**src/rtl/clock_pkg.sv**
```systemverilog
// Shared timekeeping types and limits, reused by the display-side blocks.
// Holds no logic, so it adds no latency and applies no backpressure.
package clock_pkg;

    typedef logic [7:0] bcd2_t;

    localparam bcd2_t SEC_MAX = 8'h59;
    localparam bcd2_t MIN_MAX = 8'h59;
    localparam bcd2_t HR_MAX  = 8'h23;

    localparam int TICK_DIV_DEFAULT = 50_000_000;

    // True when both nibbles hold a legal decimal digit.
    function automatic logic bcd2_ok(input bcd2_t v);
        return (v[7:4] <= 4'd9) && (v[3:0] <= 4'd9);
    endfunction

endpackage

```
**src/rtl/clock_time_bcd_counter_if.sv**
```systemverilog
// Control inputs and BCD time outputs of the timekeeping core.
// Plain wires; the core registers every output and has no backpressure.
interface clock_time_bcd_counter_if;
    import clock_pkg::*;

    logic  i_En;
    logic  i_Set;
    logic  i_IncMin;
    logic  i_IncHr;
    bcd2_t o_Sec;
    bcd2_t o_Min;
    bcd2_t o_Hr;
    logic  o_SecPulse;
    logic  o_DayWrap;

    modport master (
        output i_En, i_Set, i_IncMin, i_IncHr,
        input  o_Sec, o_Min, o_Hr, o_SecPulse, o_DayWrap
    );

    modport slave (
        input  i_En, i_Set, i_IncMin, i_IncHr,
        output o_Sec, o_Min, o_Hr, o_SecPulse, o_DayWrap
    );

endinterface

```
**src/rtl/bcd_mod_counter.sv**
```systemverilog
// Two-digit BCD counter that wraps to 00 after MAX; clr wins over inc.
// Value updates one cycle after inc/clr; carry is combinational, wrap registered; no backpressure.
module bcd_mod_counter
    import clock_pkg::*;
#(
    parameter bcd2_t MAX = SEC_MAX
) (
    input  logic  i_Clk,
    input  logic  i_pRst,
    input  logic  inc,
    input  logic  clr,
    input  logic  wrap_en,
    output bcd2_t value,
    output logic  carry,
    output logic  wrap
);

    logic  at_max;
    bcd2_t next_val;

    assign at_max = (value == MAX);
    // Same-edge carry so a full rollover lands on one edge across all stages.
    assign carry  = inc & at_max;

    always_comb begin
        next_val = value;
        if (clr) begin
            next_val = '0;
        end else if (inc) begin
            if (at_max) begin
                next_val = '0;
            end else if (value[3:0] == 4'd9) begin
                next_val = {value[7:4] + 4'd1, 4'd0};
            end else begin
                next_val = {value[7:4], value[3:0] + 4'd1};
            end
        end
    end

    always_ff @(posedge i_Clk or posedge i_pRst) begin
        if (i_pRst) begin
            value <= '0;
            wrap  <= 1'b0;
        end else begin
            value <= next_val;
            wrap  <= carry & wrap_en;
        end
    end

endmodule

```
**src/rtl/clock_time_bcd_counter.sv**
```systemverilog
// 24-hour BCD timekeeper: prescaler to a one-second tick, then sec/min/hr counters with set mode.
// Outputs change one cycle after the tick or increment edge; no backpressure, i_En only stalls.
module clock_time_bcd_counter
    import clock_pkg::*;
#(
    parameter int TICK_DIV = TICK_DIV_DEFAULT,
    parameter int PW       = 26
) (
    input  logic                     i_Clk,
    input  logic                     i_pRst,
    clock_time_bcd_counter_if.slave  ctl
);

    logic [PW-1:0] presc;
    logic          run;
    logic          tick;
    logic          sec_pulse;

    bcd2_t sec_val;
    bcd2_t min_val;
    bcd2_t hr_val;
    logic  sec_carry;
    logic  min_carry;
    logic  hr_carry;
    logic  sec_wrap;
    logic  min_wrap;
    logic  hr_wrap;
    logic  min_inc;
    logic  hr_inc;
    logic  unused_wraps;

    // Set mode overrides the run enable and freezes the prescaler at zero.
    assign run  = ctl.i_En & ~ctl.i_Set;
    assign tick = run && (presc == PW'(TICK_DIV - 1));

    always_ff @(posedge i_Clk or posedge i_pRst) begin
        if (i_pRst) begin
            presc <= '0;
        end else if (ctl.i_Set) begin
            presc <= '0;
        end else if (run) begin
            presc <= tick ? '0 : presc + PW'(1);
        end
    end

    always_ff @(posedge i_Clk or posedge i_pRst) begin
        if (i_pRst) begin
            sec_pulse <= 1'b0;
        end else begin
            sec_pulse <= tick;
        end
    end

    // In set mode the manual pulses replace the natural carry chain, so
    // minutes never carry into hours there.
    assign min_inc = ctl.i_Set ? ctl.i_IncMin : sec_carry;
    assign hr_inc  = ctl.i_Set ? ctl.i_IncHr  : min_carry;

    bcd_mod_counter #(.MAX(SEC_MAX)) u_sec (
        .i_Clk   (i_Clk),
        .i_pRst  (i_pRst),
        .inc     (tick),
        .clr     (ctl.i_Set),
        .wrap_en (1'b1),
        .value   (sec_val),
        .carry   (sec_carry),
        .wrap    (sec_wrap)
    );

    bcd_mod_counter #(.MAX(MIN_MAX)) u_min (
        .i_Clk   (i_Clk),
        .i_pRst  (i_pRst),
        .inc     (min_inc),
        .clr     (1'b0),
        .wrap_en (1'b1),
        .value   (min_val),
        .carry   (min_carry),
        .wrap    (min_wrap)
    );

    // Hour wrap only counts as a day rollover when it came from natural ticking.
    bcd_mod_counter #(.MAX(HR_MAX)) u_hr (
        .i_Clk   (i_Clk),
        .i_pRst  (i_pRst),
        .inc     (hr_inc),
        .clr     (1'b0),
        .wrap_en (~ctl.i_Set),
        .value   (hr_val),
        .carry   (hr_carry),
        .wrap    (hr_wrap)
    );

    assign unused_wraps = sec_wrap ^ min_wrap ^ hr_carry;

    assign ctl.o_Sec      = sec_val;
    assign ctl.o_Min      = min_val;
    assign ctl.o_Hr       = hr_val;
    assign ctl.o_SecPulse = sec_pulse;
    assign ctl.o_DayWrap  = hr_wrap;

endmodule

```
**src/flat_wrapper.sv**
```systemverilog
// flat-port wrapper written by rule: the top's interface ports become plain ports
module clock_time_bcd_counter_flat import clock_pkg::*;
#(
    parameter int TICK_DIV = TICK_DIV_DEFAULT,
    parameter int PW       = 26
)
  (i_Clk, i_pRst, ctl_i_En, ctl_i_Set, ctl_i_IncMin, ctl_i_IncHr, ctl_o_Sec, ctl_o_Min, ctl_o_Hr, ctl_o_SecPulse, ctl_o_DayWrap);
  clock_time_bcd_counter_if ctl_i ();
  input  logic i_Clk;
  input  logic i_pRst;
  input wire logic [$bits(ctl_i.i_En)-1:0] ctl_i_En;
  input wire logic [$bits(ctl_i.i_Set)-1:0] ctl_i_Set;
  input wire logic [$bits(ctl_i.i_IncMin)-1:0] ctl_i_IncMin;
  input wire logic [$bits(ctl_i.i_IncHr)-1:0] ctl_i_IncHr;
  output wire logic [$bits(ctl_i.o_Sec)-1:0] ctl_o_Sec;
  output wire logic [$bits(ctl_i.o_Min)-1:0] ctl_o_Min;
  output wire logic [$bits(ctl_i.o_Hr)-1:0] ctl_o_Hr;
  output wire logic [$bits(ctl_i.o_SecPulse)-1:0] ctl_o_SecPulse;
  output wire logic [$bits(ctl_i.o_DayWrap)-1:0] ctl_o_DayWrap;
  assign ctl_i.i_En = ctl_i_En;
  assign ctl_i.i_Set = ctl_i_Set;
  assign ctl_i.i_IncMin = ctl_i_IncMin;
  assign ctl_i.i_IncHr = ctl_i_IncHr;
  assign ctl_o_Sec = ctl_i.o_Sec;
  assign ctl_o_Min = ctl_i.o_Min;
  assign ctl_o_Hr = ctl_i.o_Hr;
  assign ctl_o_SecPulse = ctl_i.o_SecPulse;
  assign ctl_o_DayWrap = ctl_i.o_DayWrap;
  clock_time_bcd_counter #(.TICK_DIV(TICK_DIV), .PW(PW)) u_core (.i_Clk(i_Clk), .i_pRst(i_pRst), .ctl(ctl_i));
endmodule
```
**config.mk**
```make
export PLATFORM = sky130hd
export DESIGN_NAME = clock_time_bcd_counter_flat
export DESIGN_NICKNAME = d
export VERILOG_FILES = /design/src/rtl/clock_pkg.sv /design/src/rtl/clock_time_bcd_counter_if.sv /design/src/rtl/bcd_mod_counter.sv /design/src/rtl/clock_time_bcd_counter.sv /design/src/flat_wrapper.sv
export SDC_FILE = /design/constraint.sdc
export NUM_CORES = 1
export LEC_CHECK = 0
export ABC_AREA = 1
export CORE_MARGIN = 2
export CORE_UTILIZATION = 55
export CTS_BUF_LIST = sky130_fd_sc_hd__clkbuf_8
export DETAILED_ROUTE_END_ITERATION = 8
export GPL_ROUTABILITY_DRIVEN = 0
export GPL_TIMING_DRIVEN = 0
export PLACE_DENSITY = 0.77
export SLEW_MARGIN = 20
export SYNTH_ARGS = -nofsm -noshare
export SYNTH_HDL_FRONTEND = slang
export SYNTH_SLANG_ARGS = --single-unit
export TNS_END_PERCENT = 5
```
**constraint.sdc**
```tcl
create_clock -name i_Clk -period 2.3 [get_ports i_Clk]
set_clock_uncertainty 0.15 [all_clocks]
set_input_delay 0.345 -clock i_Clk [delete_from_list [all_inputs] [get_ports i_Clk]]
set_output_delay 0.345 -clock i_Clk [all_outputs]
set_load 0.03 [all_outputs]
```
Figure 1. Signal wires on met2 (run 1).
Scale: 4 px per um.
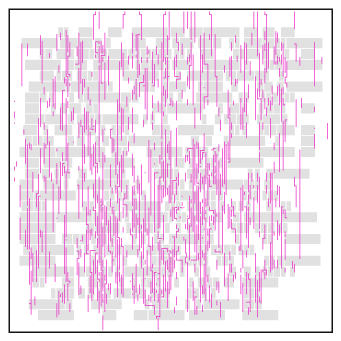
The wires run mostly vertical. The layer holds 45% of the routed length. 404 nets have wire on it. The layer carries 3210 um of wire.

Figure 2. Layout detail (run 1).
Window x 50 to 70, y 50 to 70 um. Cells in grey, sequential cells in the stronger grey; small squares are vias.
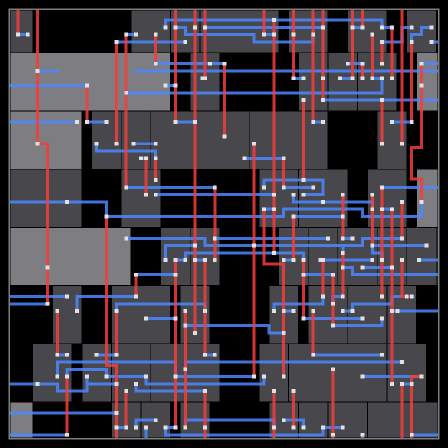
Key: red = metal 2; blue = metal 1
Most frequent: nand2_1 (14), nand3_1 (11), inv_1 (6). 50 logic cells have their middle in the window. Sequential cells in the window: 2. Netlist names of flops here include u_core.u_hr.value (2).

==> flow_summary.ini, run 1 <==
; implementation run metrics
[status]
status = finished, final reports clean

[worst_setup_path]
reg2reg_to = u_core.u_hr.value[2]$_DFFE_PP0P_
required_ns = 2.38
cp-startpoint = ctl_i_Set
max_stage_delay_ns = 0.55
slowest_stage = clkdlybuf4s50_1
reg2regPathDepth = 10
timing.critical_path.depth = 11
endpoint = u_core.u_hr.value[2]$_DFFE_PP0P_

[yosys]
xor_share = 0.0273
avgSynthCellArea_um2 = 7.03
synth_warnings = 0
mux_share = 0
synth_top_cell_by_count = nand2_1
ys_types = 32
synth.cellmix.simpleShare = 0.387

[die]
dieHeight_um = 80.4

[placed_design]
place_inst = 559
dp_hpwl_mm = 5.35

[layout]
drive_above_1_share = 0.0486
layout.nets = 513
largest_register_ffs = 26

[cts]
path_clk_slew_ns = 0.09
cts_buffer_depth = 2
cts_buffers = 5

[min_path]
holdCritPathClass = in -> async

[run]
warnings = 32

[global_route]
met3_usage = 0.0449

[routing]
drt_wl_total_mm = 7.16
drtIter0Drc = 230

[timing]
worst_slack_ns = 0.211
tns_ns = 0
Figure 3. Nets reached from selected ports (run 1).
Scale: 4 px per um.
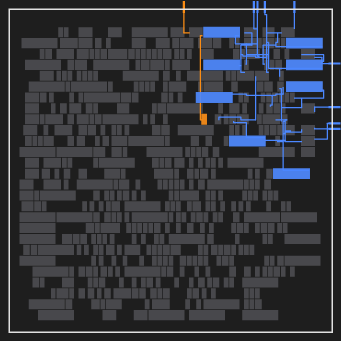
Key: blue = ctl_o_Hr [bits 8, direction output, edge 4 right, 4 top, end cells 8, buffers 8, wire 281 um]; orange = ctl_i_IncHr [bits 1, direction input, edge top, end cells 1, buffers 1, wire 28.6 um]

[run 1: power by group through the flow]
stage | registers, mW | logic (mW) | clock network, mW
2_1_floorplan | 1.27 | 0.281 | 0
3_3_place_gp | 1.12 | 0.667 | 0
3_5_place_dp | 1.13 | 0.684 | 0
4_1_cts | 1.11 | 0.686 | 0.510
5_1_grt | 1.13 | 0.756 | 0.545
6_report | 1.11 | 0.678 | 0.496
[run 1: layout make-up]
class	instances	area, um^2
Fill cell	503	1880
Multi-Input combinational cell	342	1660
Buffer	4	31.3
Clock inverter	2	8.76
Inverter	58	220
Sequential cell	52	1300
Tap cell	72	90.1
Clock buffer	5	68.8
Timing Repair Buffer	31	310
Figure 4. Signal wires by layer (run 1).
Scale: 8 px per um. Two of the layers only.
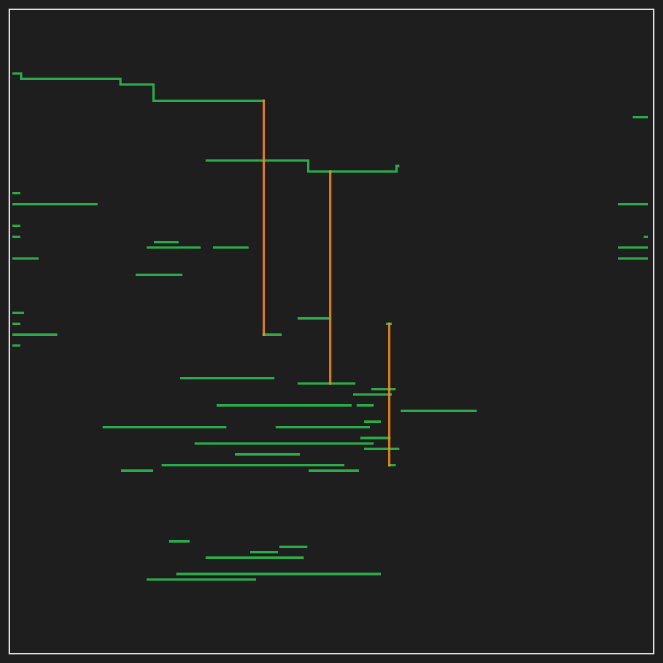

--- run 2 (diff from run 1) ---
Settings changed: CTS_BUF_LIST sky130_fd_sc_hd__clkbuf_8 to unset.
Figure 5. Signal wires by layer (run 2).
Scale: 8 px per um. Two of the layers only.
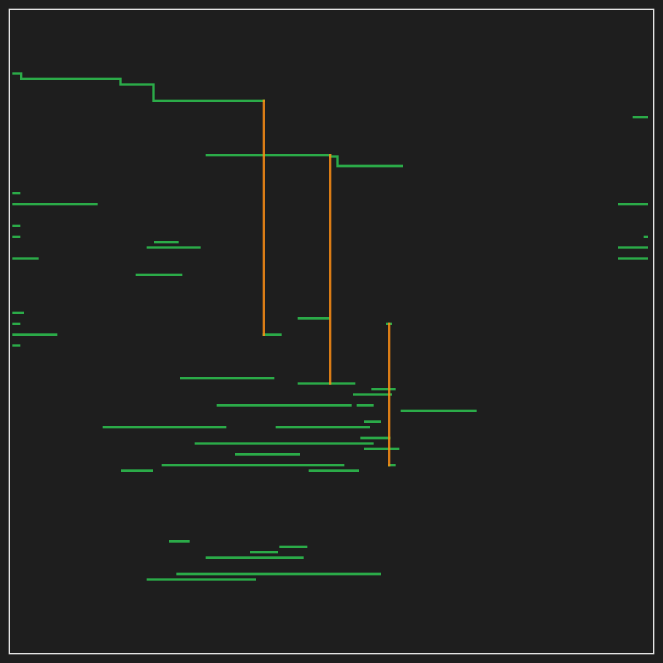
Key: green = metal 3 [wire length 328 um]; orange = metal 4 [wire length 75.5 um]

==> run 2 against run 1 <==
  * Wire length about the same
  * Critical endpoint unchanged
  * Sequential cell count unchanged
  * Synthesized cell count unchanged
  * Critical path type unchanged
  * Area after synthesis did not move
  * Largest power group unchanged
  * Cell count did not move
  * Fmax shrank 0.19%
  * Setup slack got worse by 0.0040 ns
  * Count of clock-buffer cells in the layout up 1
==> flow_summary.ini, run 2 <==
; implementation run metrics
[layout]
register_area_mm2 = 0.00130
drive_above_1_share = 0.0486
num-fill-cells = 503
fin_cells = 566
clock_buffers = 6
num-multi-input-gates = 342
buf_share = 0.0925
clock_area_frac = 0.0210
largest_register_ffs = 26
layout.nets = 513
area_dominant_class = logic gates
seq_cells = 52
seq_area_frac = 0.352
finalInstanceArea_mm2 = 0.00369
logic_area_mm2 = 0.00166

[run]
warnings = 32

[global_route]
met3_usage = 0.0449

[routing]
drtIter0Drc = 230
drt_wl_total_mm = 7.16

[min_path]
holdCritPathClass = in -> async

[power]
largestPowerGroup = sequential cells
clk-power_mw = 0.500
pg_seq_mw = 1.11
p_comb_mw = 0.678

[yosys]
synth_top_cell_by_count = nand2_1
synth_warnings = 0
avgSynthCellArea_um2 = 7.03

[die]
dieHeight_um = 80.4
taps = 72

[cts]
cts_buffers = 5
cts_buffer_depth = 2

[status]
status = finished, final reports clean

[placed_design]
place_inst = 559
dp_hpwl_mm = 5.35

[worst_setup_path]
reg2regPathDepth = 10
reg2reg_to = u_core.u_hr.value[2]$_DFFE_PP0P_
endpoint = u_core.u_hr.value[2]$_DFFE_PP0P_
required_ns = 2.38
==> run 2: worst max-delay path, stage by stage <==
cell and delay, ns:
clkdlybuf4s50_1 0.56, inv_2 0.21, nand2_1 0.08, nor2_1 0.15
nand2_1 0.08, nor2_1 0.14, nand4_1 0.19, nand2_1 0.13
buf_4 0.17, nand2_1 0.06, o21ai_0 0.07
==> run 2: cells by family after synthesis <==
group | Yosys count | share of synthesized area
simple gates | 289 | 0.387
buf+inv | 62 | 0.0776
flops | 52 | 0.406
compound gates | 30 | 0.0515
fa+ha+maj | 13 | 0.0507
xor+xnor | 10 | 0.0273
==> run 2: stage by stage <==
step,worst slack [ns],setup TNS (ns)
floorplan,0.400,0
global placement,-0.517,-28.09
detailed placement,-0.127,-3.39
CTS,0.196,0
global route,0.0426,0
finish,0.207,0
Power and IR drop assume default switching activity.
